$ cat config.mk
export PLATFORM = sky130hd
export DESIGN_NAME = reflet_mem_arbiter
export DESIGN_NICKNAME = d
export VERILOG_FILES = /design/src/rtl/reflet_mem_arbiter.sv
export SDC_FILE = /design/constraint.sdc
export NUM_CORES = 1
export LEC_CHECK = 0
export CAP_MARGIN = 5
export CORE_ASPECT_RATIO = 0.6
export CORE_MARGIN = 5
export CORE_UTILIZATION = 44
export CTS_BUF_LIST = sky130_fd_sc_hd__clkbuf_4
export DETAILED_ROUTE_END_ITERATION = 10
export PLACE_DENSITY = 0.88
export SYNTH_ARGS = -nofsm -noshare
export SYNTH_HDL_FRONTEND = slang
export SYNTH_SLANG_ARGS = --single-unit
$ cat constraint.sdc
create_clock -name clk -period 4.8 [get_ports clk]
set_input_delay 0.96 -clock clk [delete_from_list [all_inputs] [get_ports clk]]
set_output_delay 0.96 -clock clk [all_outputs]
set_load 0.02 [all_outputs]
$ cat src/rtl/reflet_mem_arbiter.sv
`default_nettype none
// ============================================================================
// Module   : reflet_mem_arbiter
// Purpose  : Two-requester round-robin arbiter in front of a shared memory
//            alignment fixer. The granted request is latched, presented on
//            the shared bus until the fixer answers, and then completed with
//            a one-cycle ready pulse or a one-cycle alignment-error pulse
//            back to the requester that owned it.
// Revision : 1.0 - initial release
// ----------------------------------------------------------------------------
// Ports
//   clk, reset              : clock, synchronous active-high reset
//   pX_addr / pX_data_out   : requester X byte address and write data
//   pX_size                 : requester X size code, bytes = 2^size
//   pX_read_en/pX_write_en  : requester X request, held until ready/error
//   pX_data_in              : registered read data returned to requester X
//   pX_ready / pX_error     : one-cycle completion / alignment-error pulses
//   mem_addr/mem_data_out/
//   mem_size                : latched transaction presented to the fixer
//   mem_read_en/mem_write_en: shared bus strobes
//   mem_data_in             : read data from the fixer
//   mem_ready               : fixer completes the access on this cycle
//   mem_alignment_error     : fixer rejects the presented address/size
// ============================================================================
module reflet_mem_arbiter #(
    parameter int word_size = 32,
    parameter int addr_size = 32
) (
    input  logic                          clk,
    input  logic                          reset,

    input  logic [addr_size-1:0]          p0_addr,
    input  logic [word_size-1:0]          p0_data_out,
    input  logic [$clog2(word_size/8):0]  p0_size,
    input  logic                          p0_read_en,
    input  logic                          p0_write_en,
    output logic [word_size-1:0]          p0_data_in,
    output logic                          p0_ready,
    output logic                          p0_error,

    input  logic [addr_size-1:0]          p1_addr,
    input  logic [word_size-1:0]          p1_data_out,
    input  logic [$clog2(word_size/8):0]  p1_size,
    input  logic                          p1_read_en,
    input  logic                          p1_write_en,
    output logic [word_size-1:0]          p1_data_in,
    output logic                          p1_ready,
    output logic                          p1_error,

    output logic [addr_size-1:0]          mem_addr,
    output logic [word_size-1:0]          mem_data_out,
    output logic [$clog2(word_size/8):0]  mem_size,
    output logic                          mem_read_en,
    output logic                          mem_write_en,
    input  logic [word_size-1:0]          mem_data_in,
    input  logic                          mem_ready,
    input  logic                          mem_alignment_error
);

    localparam int SIZE_W = $clog2(word_size/8) + 1;

    typedef enum logic [1:0] {
        ST_IDLE   = 2'd0,
        ST_ACCESS = 2'd1,
        ST_DONE   = 2'd2
    } state_t;

    state_t r_state;
    state_t w_next_state;

    // Request decode
    logic w_req0;
    logic w_req1;

    // Control strobes produced by the next-state logic
    logic w_start;      // grant issued this cycle, latch the winner
    logic w_sel;        // winning port (0/1) when w_start is set
    logic w_capture;    // read completing, capture mem_data_in
    logic w_fail;       // fixer reported an alignment error

    // Latched transaction
    logic                 r_grant;
    logic                 r_last_grant;
    logic                 r_write;
    logic [addr_size-1:0] r_addr;
    logic [word_size-1:0] r_wdata;
    logic [SIZE_W-1:0]    r_size;

    // Per-port returned data and error pulses
    logic [word_size-1:0] r_rdata0;
    logic [word_size-1:0] r_rdata1;
    logic                 r_err0;
    logic                 r_err1;

    assign w_req0 = p0_read_en | p0_write_en;
    assign w_req1 = p1_read_en | p1_write_en;

    // ------------------------------------------------------------------------
    // State register
    // ------------------------------------------------------------------------
    always_ff @(posedge clk) begin
        if (reset) begin
            r_state <= ST_IDLE;
        end else begin
            r_state <= w_next_state;
        end
    end

    // ------------------------------------------------------------------------
    // Next-state and output decode
    // ------------------------------------------------------------------------
    always_comb begin
        w_next_state = r_state;
        w_start      = 1'b0;
        w_sel        = 1'b0;
        w_capture    = 1'b0;
        w_fail       = 1'b0;
        mem_read_en  = 1'b0;
        mem_write_en = 1'b0;
        p0_ready     = 1'b0;
        p1_ready     = 1'b0;

        case (r_state)
            ST_IDLE: begin
                // The cycle carrying an error pulse is the requester's
                // last cycle of holding that same request; granting here
                // would replay the rejected access, so wait one cycle.
                if (!(r_err0 | r_err1) && (w_req0 | w_req1)) begin
                    w_start      = 1'b1;
                    // On a tie the port not served last time wins.
                    w_sel        = (w_req0 & w_req1) ? ~r_last_grant : w_req1;
                    w_next_state = ST_ACCESS;
                end
            end

            ST_ACCESS: begin
                mem_read_en  = ~r_write;
                mem_write_en =  r_write;
                // An error takes precedence over a simultaneous ready.
                if (mem_alignment_error) begin
                    w_fail       = 1'b1;
                    w_next_state = ST_IDLE;
                end else if (mem_ready) begin
                    w_capture    = ~r_write;
                    w_next_state = ST_DONE;
                end
            end

            ST_DONE: begin
                p0_ready     = ~r_grant;
                p1_ready     =  r_grant;
                w_next_state = ST_IDLE;
            end

            default: begin
                w_next_state = ST_IDLE;
            end
        endcase
    end

    // ------------------------------------------------------------------------
    // Transaction latch, round-robin memory, returned data and error pulses
    // ------------------------------------------------------------------------
    always_ff @(posedge clk) begin
        if (reset) begin
            r_grant      <= 1'b0;
            // Pretend port 1 was served last so port 0 wins the first tie.
            r_last_grant <= 1'b1;
            r_write      <= 1'b0;
            r_addr       <= '0;
            r_wdata      <= '0;
            r_size       <= '0;
            r_rdata0     <= '0;
            r_rdata1     <= '0;
            r_err0       <= 1'b0;
            r_err1       <= 1'b0;
        end else begin
            r_err0 <= w_fail & ~r_grant;
            r_err1 <= w_fail &  r_grant;

            if (w_start) begin
                r_grant <= w_sel;
                if (w_sel) begin
                    r_addr  <= p1_addr;
                    r_wdata <= p1_data_out;
                    r_size  <= p1_size;
                    r_write <= p1_write_en;
                end else begin
                    r_addr  <= p0_addr;
                    r_wdata <= p0_data_out;
                    r_size  <= p0_size;
                    r_write <= p0_write_en;
                end
            end

            if (w_capture) begin
                if (r_grant) begin
                    r_rdata1 <= mem_data_in;
                end else begin
                    r_rdata0 <= mem_data_in;
                end
            end

            // Only successful completions advance the rotation.
            if (r_state == ST_DONE) begin
                r_last_grant <= r_grant;
            end
        end
    end

    assign mem_addr     = r_addr;
    assign mem_data_out = r_wdata;
    assign mem_size     = r_size;
    assign p0_data_in   = r_rdata0;
    assign p1_data_in   = r_rdata1;
    assign p0_error     = r_err0;
    assign p1_error     = r_err1;

endmodule
`default_nettype wire

Fig. 1: run 1, placed standard cells
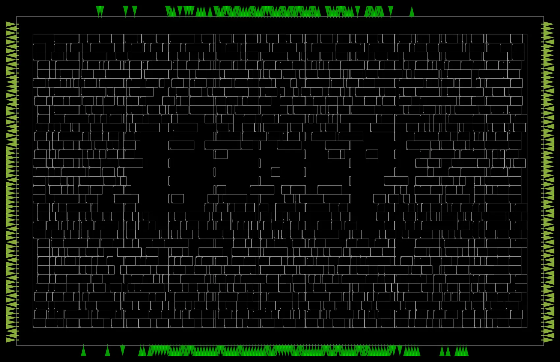
core footprint: 0.0135 mm^2
tally of non-filler cells in the final layout: 1129
Layout Utilization: 69.3%

Fig. 2: run 1, wire density map
(3 px per um) The die is cut into 32 by 20 equal tiles; dark purple is low, yellow is high, scaled to the fullest tile. Values are wire area over tile area, all layers added.
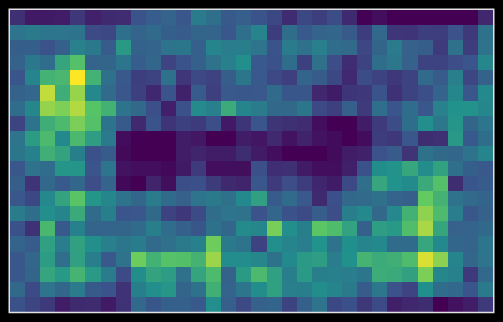
nearly empty tiles: 3.6%
tiles over half the peak: 16%
mean over tiles: 0.23
emptiest ninth of the die: centre
fullest tile: 0.68
Routed Wire Length: 21600 um
total vias in the final route: 6471

Fig. 3: run 1, close-up of the layout
Region (56, 45) to (106, 95) um. Cells in grey, sequential cells in the stronger grey; small squares are vias.
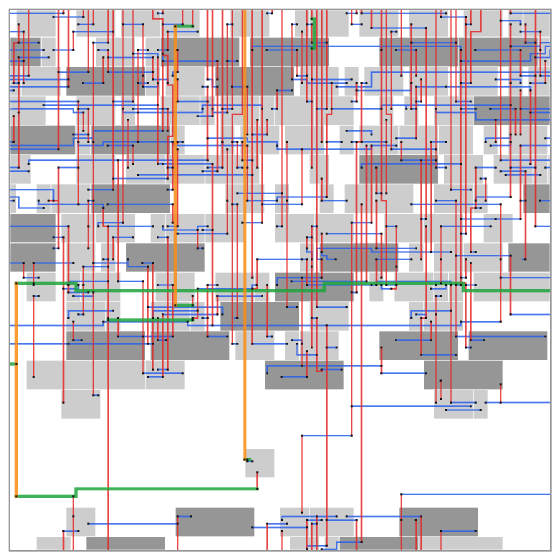
[metal 2] red
[metal 3] green
[metal 4] orange
[metal 1] blue
netlist names of flops here include: `p0_data_in` (13), `p1_data_in` (11)
cells with their middle in the window: 141
most frequent: nand2_1 (38), clkdlybuf4s50_1 (38), dfxtp_1 (26)
sequential cells in the window: 26

==> notes.md, run 1 <==
The flow completed. The flow ran to the end, and the final reports show no timing, DRC or antenna violations. Count of mapped cells out of synthesis landed at 678. The first global-routing pass estimated 33100 um of wire.

In the final design, more cell area goes to non-clock buffers than to any other class. Met3 wire length landed at roughly 2300 um. Post-synth net total landed at 852.

Per the detail_route log, the uppermost layer with routed signals is met4. The synthesized design contains 0 enable-type register cells. After clock tree synthesis, the clock-pin slew on the worst setup and hold paths is 0.12 ns. Data arrival at the endpoint of the critical path landed at 3.35 ns. Registers represent a cell area share of between 20 and 30%.

Fraction of area in clock buffers and inverters landed at under 10%. Multi-input gate share of the layout cell area landed at a little under a third. For this run, the final setup violation count is recorded as 0. Ranked by instance count, the synthesized netlist is headed by dfxtp_1 (138), nand2_1 (98), nand3_1 (68), o21ai_0 (68), a311oi_1 (67). The tree is rooted in a clkbuf_4. Total number of warnings across the stage logs landed at 26. Number of signal-net buffers in the layout landed at roughly 320. Count of sequential standard cells landed at roughly 140. Setup repair after global routing left no endpoint under its margin. Measured against its own limit, the worst slew margin works out to 21.1%. For this run, asynchronously set or reset flops after synthesis account for 0%.

Post-synth the commonest register cell is dfxtp_1. Layout cell share with drive strength beyond 1 landed at under 10%. The sequential power reported by the tool is 1290 uW. Clock latency at the later pin of the worst-skew pair landed at about 0.52 ns. After detailed routing, the number of vias per cell comes to between 5 and 6.

According to the timing report, the data required time at the worst endpoint equals 5.15 ns. Number of antenna violations at the first check in global routing landed at 0. Post-layout period usage of the worst path landed at between 60% and 70%. DRC marker count from the first detailed-route iteration landed at ~520. Placement-stage cell area landed at slightly above 0.009 mm^2. The detailed placer reported the number of placed instances as roughly 1100. Cell count in the Yosys report landed at 678. Hold violation count in the final report landed at 0. In this run the most used layer during global routing was met2.

The tree built by TritonCTS fans out to approximately 140 sinks. Setup slack on the worst path after placement came out at ~1.3 ns. The global routing report lists met1 layer usage as 31.2%. Grouping non-sequential cells by family puts the most area in AND-OR/OR-AND gates. Number of fill cells in the layout landed at around 1100. Setup total negative slack on the finished layout was measured at 0 ns. Area share of the leading cell type in the synthesized netlist landed at between 40% and 50%.

Sorting the Yosys area breakdown by cell type puts at the top dfxtp_1. For the pin with the worst max-slew slack, the measured transition is between 1 and 1.5 ns. Layout overhead on the synthesized area landed at 56.0%. Least setup slack across all paths after layout landed at 1.80 ns. Fraction of the mapped netlist area in simple logic gates landed at approximately 14%.

The type recorded for the worst min-delay path is reg -> reg. Number of I/O pins landed at roughly 310. Entering global routing, the biggest net connects roughly 75 pins. The worst setup path is launched from an input port. The critical path goes through clkdlybuf4s50_1 > or4_2 > buf_4 > a21oi_1 > a311oi_1. For this run, the slowest stage of the critical path takes around 1.1 ns. Non-clock inverter instance count of the final layout landed at 3. Complex-gate fraction of the synthesized area landed at around 22%.

Post-synthesis share of cell area spent on full adders, half adders and majority gates landed at 0%. Switching fraction of total power landed at between 30% and 40%. Met3 routing resource usage after global routing landed at under 10%.

According to the floorplan report, the die width is roughly 160 um. DRC violation count after routing landed at 0. Met1 wire length landed at between 8000 and 9000 um.

Counting I/O delays and the setup requirement, the final critical path takes 3.00 ns. Clock skew on the completed layout was measured at 0.0330 ns. Across the run, the number of max-cap violations was 0. The top cell type in the final layout, fill and taps aside, is clkdlybuf4s50_1. The critical path is of the in -> reg type. Largest buffer count on any clock path landed at 2. After synthesis, flip-flops and latches occupy 45.9% of the total area.

The most common logic cells in the final layout are clkdlybuf4s50_1 (309), dfxtp_1 (138), nand2_1 (98), o21ai_0 (68), nand3_1 (68). Average wire per standard cell landed at 19.1 um. During synthesis, Yosys emitted a total of 0 warnings. Recorded from the global router log, the overflow total was 0. The most critical setup path has its endpoint at mem_data_out[24]. The worst-case IR drop observed on VDD is about 0.00016 V. The number of global-route vias before repair was approximately 6000.

Hold is met by between 0.4 and 0.5 ns. Sum of buffers and inverters on the critical path landed at 2. Number of multi-input combinational cells landed at roughly 460.
--- run 2 (diff from run 1) ---
CORE_UTILIZATION = 41   (was 44)
PLACE_DENSITY = 0.83   (was 0.88)
clock period = 2.8 ns   (was 4.8 ns; I/O delays follow)
Fig. 4: run 2, close-up of the layout
Region (58, 48) to (108, 98) um. Cells in grey, sequential cells in the stronger grey; small squares are vias.
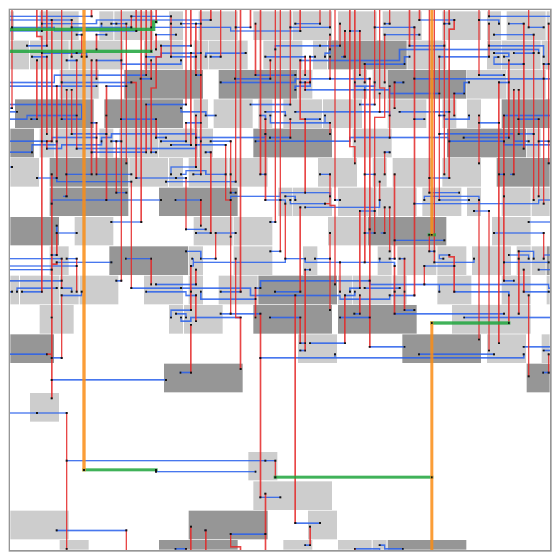
[metal 3] green
[metal 4] orange
[metal 1] blue
[metal 2] red
most frequent: clkdlybuf4s50_1 (34), nand2_1 (32), dfxtp_1 (23)
cells with their middle in the window: 122
netlist names of flops here include: `p0_data_in` (10), `p1_data_in` (10), `mem_addr` (2)
sequential cells in the window: 23

==> notes.md, run 2 <==
The flow completed. Met1 wire length landed at about 9100 um. Worst hold slack landed at approximately 0.47 ns. The path class of the tightest hold or removal check is reg -> reg. Count of synthesis-stage warnings from yosys landed at 0. The synthesized design spends more area on one cell type than any other, namely dfxtp_1. The clock tree has to reach between 100 and 150 sinks.

In the final report, the number of hold violations comes to 0. The final timing report derives a shortest allowable period of roughly 2.5 ns. Per the final report, the share of cell area in clock cells is ~2.9%. Weighted congestion at the end of routability-driven global placement landed at 0.840. Per the post-place timing report, worst setup slack is approximately 0.33 ns. Proportion of final cell area spent on non-clock buffers landed at 34.8%. Placement-stage cell area landed at ~0.0092 mm^2. Tightest slew margin relative to the limit landed at between 40% and 50%.

Sequential share of cell area landed at around 29%. Sequential cells placed in the final layout were counted as 138. Sequential cells were found to cover a little under half of the synthesized design area.

Sum of buffers and inverters on the critical path landed at 1. In this run, synthesis inferred 0 flip-flops with an integrated enable. For reference, the top cells by count after synthesis are dfxtp_1 (138), nand2_1 (98), nand3_1 (68), o21ai_0 (68), a311oi_1 (67).

In the post-route analysis, the smallest setup slack over all paths is between 0.3 and 0.4 ns. The H-tree was split into 4 levels. During I/O placement, the number of pins put on the boundary was 311.

Summing the areas of all and, or, nand and nor instances in the mapped netlist gives 14.4% of the synthesized area. Yosys reported that registers with async set or reset make up 0%. For reference, full adder, half adder and majority cells occupy 0% of the area reported after synthesis. Ratio of routed vias to standard cells landed at approximately 5.4.

The flow ran to the end, and the final reports show no timing, DRC or antenna violations. At the later pin of the worst-skew pair, clock insertion delay measures ~0.50 ns. Number of multi-input combinational cells landed at 461. Number of global-route vias before repair landed at roughly 6000. The required time at the worst endpoint is listed as about 2.2 ns. Total length of routed wires landed at roughly 21000 um. Per the detail_route report, DRC violations left total 0.

The final timing summary puts the cycle share of the worst path at 87.9%. In the synthesized netlist the dominant register cell turns out to be dfxtp_1. The floorplan step defined a core boundary enclosing about 0.014 mm^2. Number of antenna violations at the first check in global routing landed at 0. Clock tree synthesis selected as its root buffer the cell clkbuf_4. On met1, the global router reports a usage of 31.0%. Cell count in the Yosys report landed at about 680. Path length in cells of the critical path landed at 3. The post-route netlist has 7.40% of its cells at a drive strength greater than 1.

Per the finish-stage timing summary, setup violations number 0. Width of the chip landed at ~170 um. Including well taps, the total number of placed cells is ~1100. After global routing the overflow that remains totals 0.

met3 track demand over resource after global routing is under 10%. Per STA, the startpoint of the critical path is r_state[1]. Logic depth of the worst register-to-register path landed at 4. Clock transition at the register clock pins on the worst setup and hold paths after CTS landed at between 0.1 and 0.15 ns. The final layout reports a setup TNS of 0 ns. Net switching is approximately a third of the power.

Average wire per standard cell landed at about 18 um. STA classifies the critical path startpoint as a flop. Once layout is complete, the cells apart from fillers number 1158. By area the synthesized netlist is led by dfxtp_1 (46%), mux2i_1 (11%), a311oi_1 (9.7%), nand2_1 (6.1%), nand3_1 (5.7%).

Power of the sequential group landed at 2210 uW. Pin count of the biggest net entering global routing landed at between 70 and 80. Wire length of the first global-routing pass landed at 33400 um. Met3 wire length landed at approximately 2100 um.

The critical path is of the reg -> out type. Multi-input gate share of the layout cell area landed at 30.5%. Among the non-sequential cells, AND-OR/OR-AND gates take the most area. In this run the deepest clock path goes through 2 buffers.

Signal routing reaches up to met4. The path with the worst hold slack has its endpoint at p0_data_in[16]. The signal on the critical path passes through nand2b_1 > nor2_1 > clkdlybuf4s50_1.

DRC marker count from the first detailed-route iteration landed at between 400 and 500. Non-clock inverter instance count of the final layout landed at 3. The most common logic cells in the final layout are clkdlybuf4s50_1 (309), dfxtp_1 (138), nand2_1 (98), o21ai_0 (68), nand3_1 (68). Post-synth net total landed at between 800 and 900. The number of maximum-capacitance violations recorded for the run is 0.

Counting every instance in the synthesized netlist gives about 680. Total via count in the routed design landed at around 6300. Data arrival at the endpoint of the critical path landed at about 1.9 ns. Global route summary, busiest routing layer listed as met2. Total number of warnings across the stage logs landed at 26. End-of-flow core utilization landed at 65.9%.

In this run the VDD rail shows a maximum IR drop of ~0.0003 V. The top cell type in the final layout, fill and taps aside, is clkdlybuf4s50_1.
Fig. 5: run 2, cells by drive strength
(2 px per um)
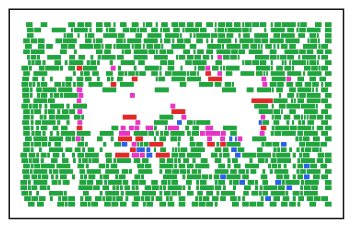
[_2 cells] blue | cells: 18 | share: 1.9%
[_6 and larger] red | cells: 18 | share: 1.9%
[_3 and _4 cells] magenta | cells: 35 | share: 3.6%
[_0 and _1 cells] green | cells: 889 | share: 93%
Layout area overhead: 57.8%
number of non-clock buffers in the layout: 326

--- run 3 (diff from run 2) ---
GPL_TIMING_DRIVEN = 0   (was unset)
Fig. 6: run 3, cells by drive strength
(2 px per um)
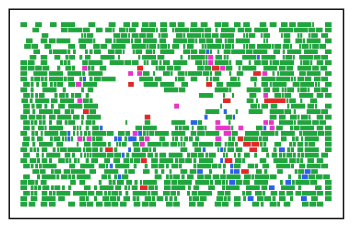
[_3 and _4 cells] magenta | cells: 24 | share: 2.4%
[_6 and larger] red | cells: 18 | share: 1.8%
[_0 and _1 cells] green | cells: 944 | share: 93%
[_2 cells] blue | cells: 34 | share: 3.3%
number of non-clock buffers in the layout: 386
cell area after layout: 0.00964 mm^2

==> notes.md, run 3 <==
The flow completed. Yosys mapped a number of flops with a built-in enable equal to 0. Total length of routed wires landed at between 20000 and 25000 um. Sequential share of cell area landed at between 20 and 30%.

Switching fraction of total power landed at between 30% and 40%. In the synthesized netlist the dominant register cell turns out to be dfxtp_1. After detailed routing, the wire length on met1 is between 10000 and 15000 um. The number of global-route vias before repair was ~6600. The detailed router used layers up to and including met4. Checking max transition, the worst relative margin is 62.3%. The timing report notes that buffer and inverter cells on the critical path total 1. After detailed routing, the number of vias per cell comes to between 5 and 6. The layer flagged by global routing as most heavily used is met2. The library cell used most frequently in the layout, excluding fill and tap cells, is clkdlybuf4s50_1. For this run, design rule violations remaining after detail routing come to 0. Tracing the worst setup path back leads to its startpoint at r_state[0]. The analysis reports a worst IR drop on VDD of slightly below 0.0003 V. Ranked by total cell area, the synthesized netlist is headed by dfxtp_1 (46%), mux2i_1 (11%), a311oi_1 (9.7%), nand2_1 (6.1%), nand3_1 (5.7%). Per Yosys stat, the portion of area used by sequential elements is 45.9%. According to the floorplan report, the die width is 166 um.

Total via count in the routed design landed at a little under 7000. Final setup violation count landed at 0. Weighted congestion at the end of routability-driven global placement landed at between 0.8 and 0.9. Detailed-route iteration 0 reported a violation count of roughly 580. The run finished with clean final reports.

Ranked by total area, the top cell class in this layout is non-clock buffers. Including well taps, the total number of placed cells is 1186. Worst hold slack landed at between 0.4 and 0.5 ns. Routing resource usage on met1 recorded by global route was about 34%.

The synthesized design spends more area on one cell type than any other, namely dfxtp_1. For this run, the number of Yosys warnings is 0. The sequential power reported by the tool is approximately 2200 uW. The script logs the mean routed wire length per placed instance as roughly 19 um. For hold timing, the worst endpoint is p0_data_in[22]. Complex-gate fraction of the synthesized area landed at roughly 22%. The number of sequential cells reported for the layout is approximately 140.

Cell count in the Yosys report landed at approximately 680. The largest single stage delay on the critical path is approximately 0.66 ns. The most common logic cells in the final layout are clkdlybuf4s50_1 (310), dfxtp_1 (138), nand2_1 (98), o21ai_0 (68), nand3_1 (68). The worst setup path is launched from a flop. Clock sink count landed at 138. The required time at the worst endpoint is listed as about 2.2 ns. CTS reports a maximum clock tree buffer depth of 2. Detailed routing placed a total of roughly 1900 um of wire on met3.

Per the post-synthesis report, the nets total 852. Pin count of the biggest net entering global routing landed at 17. Per the layout area report, the combinational fraction of cell area is 29.7%. Total number of warnings across the stage logs landed at 26.

Proportion of final cell area spent on non-clock buffers landed at 36.2%. After routing, the total negative slack on setup checks comes to 0 ns. Area of the placeable core landed at about 0.014 mm^2. The min-delay analysis places its worst path in the category reg -> reg. Placement-stage cell area landed at between 0.009 and 0.01 mm^2. Per the detail_route log, met2 wirelength is between 10000 and 15000 um. Number of multi-input combinational cells landed at about 460. The first global-routing pass estimated roughly 36000 um of wire. Setup repair after global routing left no endpoint under its margin. Summed over its instances, the top area cell type makes up a little under half of the synthesized netlist area. Data arrival at the endpoint of the critical path landed at about 1.9 ns. For met3 alone, demand over resource in global routing was about 7.7%. Number of antenna violations at the first check in global routing landed at 0. The final layout report lists a filler cell count of around 1200. Hold violation count in the final report landed at 0. Per the synth stats, the proportion of register bits with asynchronous set or reset is 0%. The pin closest to its max-slew limit shows a slew of 0.565 ns. For this run the aggregate overflow at the end of global routing stands at 0.

Timing analysis after detailed placement gives a worst setup slack of approximately 0.16 ns. Sorting the synthesized cells by how often they occur yields dfxtp_1 (138), nand2_1 (98), nand3_1 (68), o21ai_0 (68), a311oi_1 (67). Fraction of area in clock buffers and inverters landed at around 2.8%. Looking at the clock tree report, the root buffer type is clkbuf_4. For reference, the critical path is captured by p1_ready. During I/O placement, the number of pins put on the boundary was 311. Count of mapped cells out of synthesis landed at 678. Looking at the setup timing report, the critical path kind is reg -> out. As reported, the later end of the worst-skew pair has a clock insertion delay of about 0.52 ns. The number of cells on the worst reg-to-reg path is 4. Per the synthesis report, the adder-cell share of the synthesized area is 0%. The worst path uses slightly below 90% of the clock period. Final cell count without fillers landed at around 1200.

Fraction of the mapped netlist area in simple logic gates landed at between 10% and 20%. For reference, the critical path cell chain is nand2b_1 > nor2_1 > clkdlybuf4s50_1. The H-tree was split into 4 levels.

Yosys shows that the main logic family after synthesis is AND-OR/OR-AND gates.
Fig. 7: run 3, close-up of the layout
Region (58, 48) to (108, 98) um. Cells in grey, sequential cells in the stronger grey; small squares are vias.
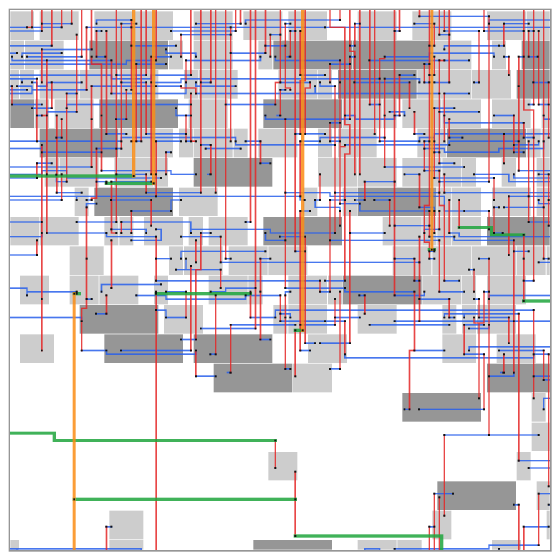
[metal 4] orange
[metal 2] red
[metal 1] blue
[metal 3] green
netlist names of flops here include: `p0_data_in` (11), `p1_data_in` (9)
most frequent: clkdlybuf4s50_1 (39), nand2_1 (36)
sequential cells in the window: 21
cells with their middle in the window: 137

No activity file was given, so power comes from the tool's default toggle rates.
